**Run 1: the metal 4 layer**

Drawn at 4 px/µm. Supply wires on this layer in gray. Cells faint in the background.
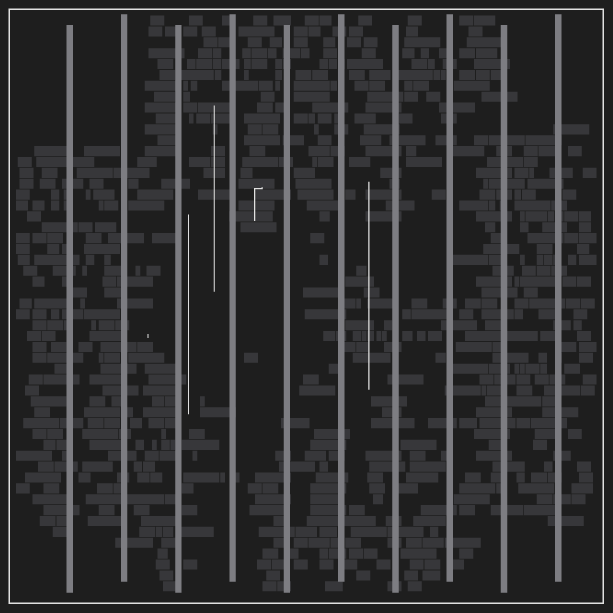
**Run 1: sequential cells grouped by signal name**

Drawn at 3 px/µm.
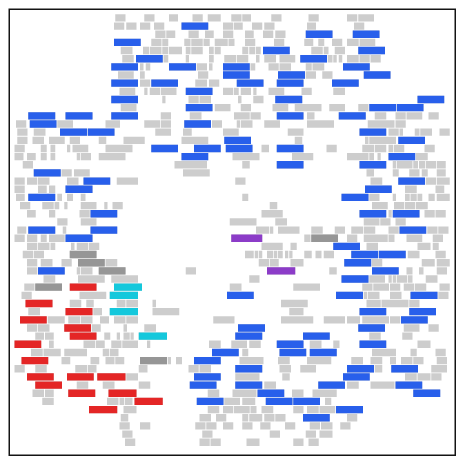
**Run 1: clock nets**

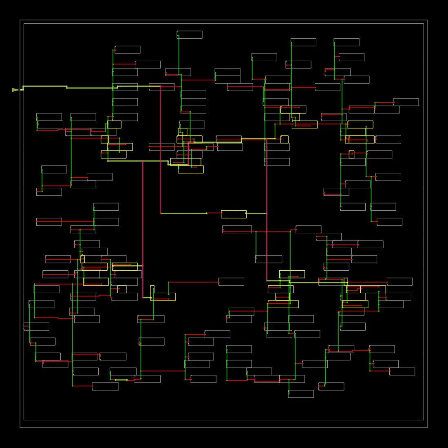
--- src/rtl/packetizer_vc_table_mflit.sv ---
// Serialises one wide word plus destination into NUM_FLITS NoC flits; VC from a runtime dest->VC table.
// Optional PACKETIZER_STATS_EN adds pkt_count and no_match outputs.
module packetizer_vc_table_mflit #(
  parameter int unsigned ADDRESS_WIDTH    = 4,
  parameter int unsigned VC_ADDRESS_WIDTH = 1,
  parameter int unsigned WIDTH_IN         = 100,
  parameter int unsigned WIDTH_OUT        = 36,
  parameter int unsigned NUM_FLITS        = 4,
  parameter int unsigned NUM_DEST         = 4,
  parameter logic [NUM_DEST-1:0][ADDRESS_WIDTH-1:0] DEST =
      {NUM_DEST{ADDRESS_WIDTH'(1)}},
  parameter logic [NUM_DEST-1:0][VC_ADDRESS_WIDTH-1:0] VC =
      {NUM_DEST{VC_ADDRESS_WIDTH'(1)}},
  parameter logic [VC_ADDRESS_WIDTH-1:0] DEFAULT_VC = '0,
  localparam int unsigned IDX_W = (NUM_DEST > 1) ? $clog2(NUM_DEST) : 1
) (
  input  logic                        clk,
  input  logic                        rst_n,
  input  logic [WIDTH_IN-1:0]         data_in,
  input  logic                        valid_in,
  input  logic [ADDRESS_WIDTH-1:0]    dst_in,
  output logic                        ready_out,
  output logic [WIDTH_OUT-1:0]        data_out,
  output logic                        valid_out,
  input  logic                        ready_in,
  input  logic                        cfg_we,
  input  logic [IDX_W-1:0]            cfg_idx,
  input  logic [ADDRESS_WIDTH-1:0]    cfg_dest,
  input  logic [VC_ADDRESS_WIDTH-1:0] cfg_vc
`ifdef PACKETIZER_STATS_EN
  ,
  output logic [31:0]                 pkt_count,
  output logic                        no_match
`endif
);

  localparam int unsigned PAYLOAD_W   = WIDTH_OUT - 3 - VC_ADDRESS_WIDTH;
  localparam int unsigned FULL_W      = NUM_FLITS * PAYLOAD_W;
  localparam int unsigned HEAD_DATA_W = PAYLOAD_W - ADDRESS_WIDTH;
  localparam int unsigned CNT_W       = (NUM_FLITS > 1) ? $clog2(NUM_FLITS) : 1;
  localparam logic [CNT_W-1:0]  LAST     = CNT_W'(NUM_FLITS - 1);
  localparam logic [FULL_W-1:0] LOW_MASK = (FULL_W'(1) << HEAD_DATA_W) - FULL_W'(1);

  localparam logic ST_IDLE = 1'b0;
  localparam logic ST_SEND = 1'b1;

  if (WIDTH_IN > FULL_W - ADDRESS_WIDTH) begin : g_width_check
    $error("WIDTH_IN does not fit in NUM_FLITS flits");
  end
  if (NUM_FLITS < 1 || NUM_FLITS > 16) begin : g_flits_check
    $error("NUM_FLITS must be 1..16");
  end

  logic                        state_q, state_d;
  logic [CNT_W-1:0]            cnt_q, cnt_d;
  logic [WIDTH_IN-1:0]         data_q;
  logic [ADDRESS_WIDTH-1:0]    dst_q;
  logic [VC_ADDRESS_WIDTH-1:0] vc_q;
  logic [NUM_DEST-1:0][ADDRESS_WIDTH-1:0]    tbl_dest_q;
  logic [NUM_DEST-1:0][VC_ADDRESS_WIDTH-1:0] tbl_vc_q;

  logic                        is_last;
  logic                        capture;
  logic [NUM_DEST-1:0]         match;
  logic [VC_ADDRESS_WIDTH-1:0] lookup_vc;
  logic [FULL_W-1:0]           full;
  logic [PAYLOAD_W-1:0]        payload;

  // Descending scan so the lowest matching index is applied last and wins.
  always_comb begin
    lookup_vc = DEFAULT_VC;
    for (int i = 0; i < NUM_DEST; i++) begin
      match[i] = (tbl_dest_q[i] == dst_in);
    end
    for (int i = NUM_DEST - 1; i >= 0; i--) begin
      if (match[i]) lookup_vc = tbl_vc_q[i];
    end
  end

  assign is_last   = (cnt_q == LAST);
  assign ready_out = (state_q == ST_IDLE) || (is_last && ready_in);
  assign capture   = valid_in && ready_out;

  always_comb begin
    state_d = state_q;
    cnt_d   = cnt_q;
    if (state_q == ST_SEND && ready_in) begin
      if (is_last) state_d = ST_IDLE;
      else         cnt_d   = cnt_q + CNT_W'(1);
    end
    if (capture) begin
      state_d = ST_SEND;
      cnt_d   = '0;
    end
  end

  always_ff @(posedge clk or negedge rst_n) begin
    if (!rst_n) begin
      state_q    <= ST_IDLE;
      cnt_q      <= '0;
      data_q     <= '0;
      dst_q      <= '0;
      vc_q       <= '0;
      tbl_dest_q <= DEST;
      tbl_vc_q   <= VC;
    end else begin
      state_q <= state_d;
      cnt_q   <= cnt_d;
      if (capture) begin
        data_q <= data_in;
        dst_q  <= dst_in;
        vc_q   <= lookup_vc;
      end
      if (cfg_we && (32'(cfg_idx) < NUM_DEST)) begin
        tbl_dest_q[cfg_idx] <= cfg_dest;
        tbl_vc_q[cfg_idx]   <= cfg_vc;
      end
    end
  end

  // Packet bit stream: destination spliced in above the head flit's data bits.
  assign full = ((FULL_W'(data_q) & ~LOW_MASK) << ADDRESS_WIDTH)
              | (FULL_W'(data_q) & LOW_MASK)
              | (FULL_W'(dst_q) << HEAD_DATA_W);
  assign payload = PAYLOAD_W'(full >> (32'(cnt_q) * PAYLOAD_W));

  assign valid_out = (state_q == ST_SEND);
  assign data_out  = valid_out ? {1'b1, (cnt_q == '0), is_last, vc_q, payload} : '0;

`ifdef PACKETIZER_STATS_EN
  logic [31:0] pkt_count_q;
  logic        no_match_q;

  always_ff @(posedge clk or negedge rst_n) begin
    if (!rst_n) begin
      pkt_count_q <= '0;
      no_match_q  <= 1'b0;
    end else begin
      if (valid_out && ready_in && is_last) pkt_count_q <= pkt_count_q + 32'd1;
      no_match_q <= capture && !(|match);
    end
  end

  assign pkt_count = pkt_count_q;
  assign no_match  = no_match_q;
`endif

endmodule

--- config.mk ---
export PLATFORM = sky130hd
export DESIGN_NAME = packetizer_vc_table_mflit
export DESIGN_NICKNAME = d
export VERILOG_FILES = /design/src/rtl/packetizer_vc_table_mflit.sv
export SDC_FILE = /design/constraint.sdc
export NUM_CORES = 1
export LEC_CHECK = 0
export CAP_MARGIN = 30
export CORE_UTILIZATION = 29
export CTS_CLUSTER_DIAMETER = 150
export DETAILED_ROUTE_END_ITERATION = 12
export PLACE_DENSITY = 0.59
export SLEW_MARGIN = 20
export SYNTH_ARGS = -nofsm -noshare
export SYNTH_HDL_FRONTEND = slang
export SYNTH_SLANG_ARGS = --single-unit
export TNS_END_PERCENT = 50
--- constraint.sdc ---
create_clock -name clk -period 2.6 [get_ports clk]
set_input_delay 0.39 -clock clk [delete_from_list [all_inputs] [get_ports clk]]
set_output_delay 0.39 -clock clk [all_outputs]
set_load 0.01 [all_outputs]
==> Changelog: implementation, run 1 <==
### Changed

* Cell Count, Final, Fillers Out at 895
* Area after DPL at 8061 µm²
* Power Clock at 0.00236 W
* Post-cts resize count at 22
* Count of library flops with an enable pin at 0
* Antenna Diode Count at 0
* Worst r2r src: cnt_q[0]
* Clock Tree Buf Depth at 2
* Max_cap viols at 0
* Vias per cell at 4.483
* Worst vdd ir at 0.4248 mV
* Dominant register cell: dfrtp_1
* Crit path capture type: primary output
* Synth Instances at 446
* Reg clk slew, reported paths at 60 ps
* Flip-flop and latch area at 3218 µm²
* 1st-iter DRT viols at 132
* Max Slew Vio Count at 0
* Final Power at 0.01019 W
* Slowest stage delay, CP at 580 ps
* Area fraction in and, or, nand and nor cells at 7.069%
* Tool Warnings at 28
* Number of global-route vias before repair at 4,386
* Row count at 53
* Synth top cell by count: dfrtp_1
* I/O Buffers at 153
* RSZ-0062 raised after global routing: false
* Initial Util at 29.56%
* Largest net degree at the start of global routing at 68
* Status: complete, no violations
* Dominant logic cell type in the layout: clkdlybuf4s50_1
## Picture notes: 'the metal 4 layer'
share of all routed wire: 1.0%
longest straight run: 51.7 µm
Post-Route WL: 15.17 mm
vias post-DR: 4,012

## Picture notes: 'sequential cells grouped by signal name'
| netlist name | color | placed flops |
|---|---|---|
| tbl_dest_q | red | 16 |
| tbl_vc_q | cyan | 4 |
| cnt_q | purple | 2 |
| data_q | blue | 100 |
Power Sequential: 0.00347 W
utilization after layout: 41.78%

## Picture notes: 'clock nets'
clock buf count: 24
flop count: 128
clk latency late pin: 410 ps
CTS sink count: 128
total CTS buffers: 17

==> run 1: cell type report <==
type | instances | area share (%)
clock buffer | 24 | 5.502
clock inverter | 8 | 1.200
inverter | 4 | 0.1715
multi-input combinational | 284 | 31.65
sequential | 128 | 36.75
tap | 275 | 3.930
timing repair buffer | 172 | 20.79
==> run 1: flip-flops by register name, indices dropped and copies added (netlist names) <==
| register | cells |
|---|---|
| data_q | 100 |
| tbl_vc_q | 4 |
| tbl_dest_q | 16 |
| cnt_q | 2 |
| vc_q | 1 |
| valid_out | 1 |
| dst_q | 4 |
==> run 1: routing by layer <==
metal	global-route usage, %	share of wire (%)	vias up
met5	0	0.086	-
met4	4.175	1.0	2
met3	3.436	4.5	12
met2	23.78	49	103
met1	18.18	46	2021
li1	-	-	1874
**Run 1: placement density heat map**

Drawn at 2 px/µm. The die is cut into 15 by 15 equal tiles; white is low, dark blue is high, 0 to 100% covered.
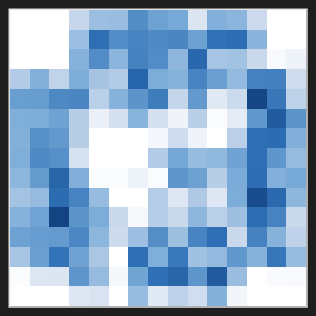

## Run 2: what changed since run 1
- CORE_UTILIZATION: 29 -> 54
- PLACE_DENSITY: 0.59 -> 0.94
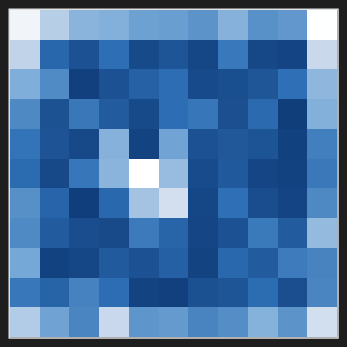
**Above:** run 2 (placement density heat map).
Drawn at 3 px/µm. The die is cut into 11 by 11 equal tiles; white is low, dark blue is high, 0 to 100% covered.
nearly empty tiles: 1.7%
tiles over 75% full: 53%
fullest tile: 95%
mean over tiles: 70%
Initial Util: 56.16%
Core ar.: 11,030 µm²
utilization after layout: 77.06%

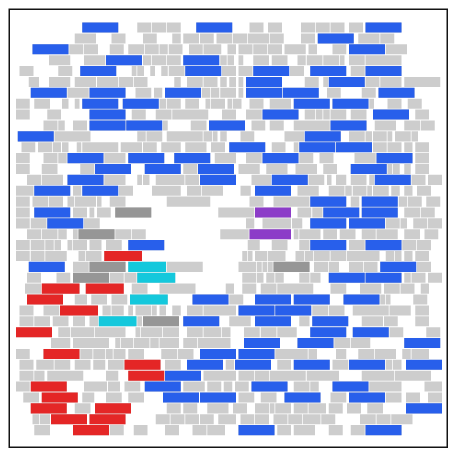
**Above:** run 2 (sequential cells grouped by signal name).
Drawn at 4 px/µm.
| netlist name | color | placed flops |
|---|---|---|
| cnt_q | purple | 2 |
| data_q | blue | 100 |
| tbl_dest_q | red | 16 |
| tbl_vc_q | cyan | 4 |
flip-flop and latch area: 3217 µm²
flop share of the area: 37.84%

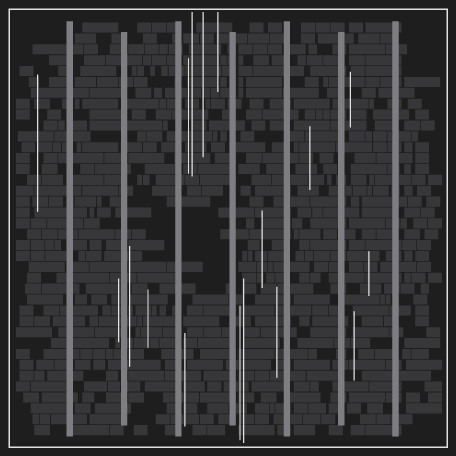
**Above:** run 2 (the metal 4 layer).
Drawn at 4 px/µm. Supply wires on this layer in gray. Cells faint in the background.
wire length on this layer: 415 µm
share of all routed wire: 2.9%
main direction: vertical
nets with wire on the layer: 12
longest straight run: 40.8 µm
Post-Route WL: 14.43 mm
vias post-DR: 4,121

==> run 2 against run 1 <==
Register-to-register slack better by 20 ps. Synthesized cell count did not move. Critical path depth decreased by 1. Utilization rose by 35 points. Synthesized area unchanged. Global-route usage grew 12 points. Sequential power hardly changed. Combinational power grew 3%. Non-clock buffer count fell by 1. Flip-flop count stayed put. Highest routed layer is now met4.
==> Changelog: implementation, run 2 <==
### Changed

* Synth top cell by count: dfrtp_1 (unchanged)
* Area after DPL at 7850 µm² (was 8061 µm²)
* Reg clk slew, reported paths at 50 ps (was 60 ps)
* Flop-to-flop setup slack at 450 ps (was 430 ps)
* Dominant logic cell type in the layout: clkdlybuf4s50_1 (unchanged)
* RSZ-0062 raised after global routing: true (was false)
* Area fraction in and, or, nand and nor cells at 7.069% (unchanged)
* Most flops, register: data_q (unchanged)
* Tool Warnings at 28 (unchanged)
* Post-route cell area at 8501 µm² (was 8756 µm²)
* Worst r2r src: cnt_q[0] (unchanged)
* Final period util at 98.63% (was 93.87%)
* Vias per cell at 5.430 (was 4.483)
* Antenna Diode Count at 0 (unchanged)
* Final Power at 0.01025 W (was 0.01019 W)
* Status: complete, no violations (unchanged)
* Max Slew Vio Count at 0 (unchanged)
* I/O Buffers at 153 (unchanged)
* Power Sequential at 0.00347 W (about the same)
* Largest register FFs at 100 (unchanged)
* CP Launch Type: flip-flop (unchanged)
* Root Buffer: clkbuf_16 (unchanged)
* Crit path capture type: primary output (unchanged)
* # nets final at 724 (was 725)
* Number of global-route vias before repair at 4,641 (was 4,386)
* Power density cells at 1206 nW/µm² (was 1164 nW/µm²)
* Max_cap viols at 0 (unchanged)
* CTS sink count at 128 (unchanged)
* Synth Instances at 446 (unchanged)
* Dominant register cell: dfrtp_1 (unchanged)
* Power Clock at 0.00228 W (was 0.00236 W)
* Clk latency late pin at 410 ps (about the same)
* Count of library flops with an enable pin at 0 (unchanged)
* Top flop regs: data_q (100), tbl_dest_q (16) (unchanged)
* Clock Tree Buf Depth at 2 (unchanged)
* Worst vdd ir at 0.8666 mV (was 0.4248 mV)
* Detailed placer's ending HPWL at 10.09 mm (was 10.32 mm)
* Total CTS buffers at 17 (unchanged)
* Cell Count, Final, Fillers Out at 759 (was 895)
* 1st-iter DRT viols at 152 (was 132)
* Int Power at 0.007132 W (was 0.007055 W)
* Cell area leaders: dfrtp_1 (48%), mux2_2 (16%), mux2_4 (9.2%) (unchanged)
* Largest net degree at the start of global routing at 55 (was 68)
* Row count at 38 (was 53)
run 2: worst max-delay path, cell delays in order, from the launching register on:
cell,delay (ps)
dfrtp_4,470
buf_4,170
mux4_2,480
and2_1,170
clkdlybuf4s50_1,470
run 2: what timing repair did:
item	in CTS	in global routing
buffers inserted	2	0
pin swaps	0	1
hold endpoints to repair	4	0
resized	2	12
hold buffers	1	0
setup endpoints to repair	30	17
run 2: layer usage:
metal	up-vias	wire, µm	track usage, %
met1	2080	5702	30.73
li1	1867	-	-
met3	34	752	7.531
met4	0	414	11.87
met5	-	0	0
met2	140	7560	45.51
run 2: area by class of cell:
class                           count  area share (%)
Clock buffer                       27           6.152
Clock inverter                      5          0.5888
Inverter                            4          0.1766
Multi-Input combinational cell    284           32.59
Sequential cell                   128           37.84
Tap cell                          140           2.061
Timing Repair Buffer              171           20.59
No activity file was given, so power comes from the tool's default toggle rates.
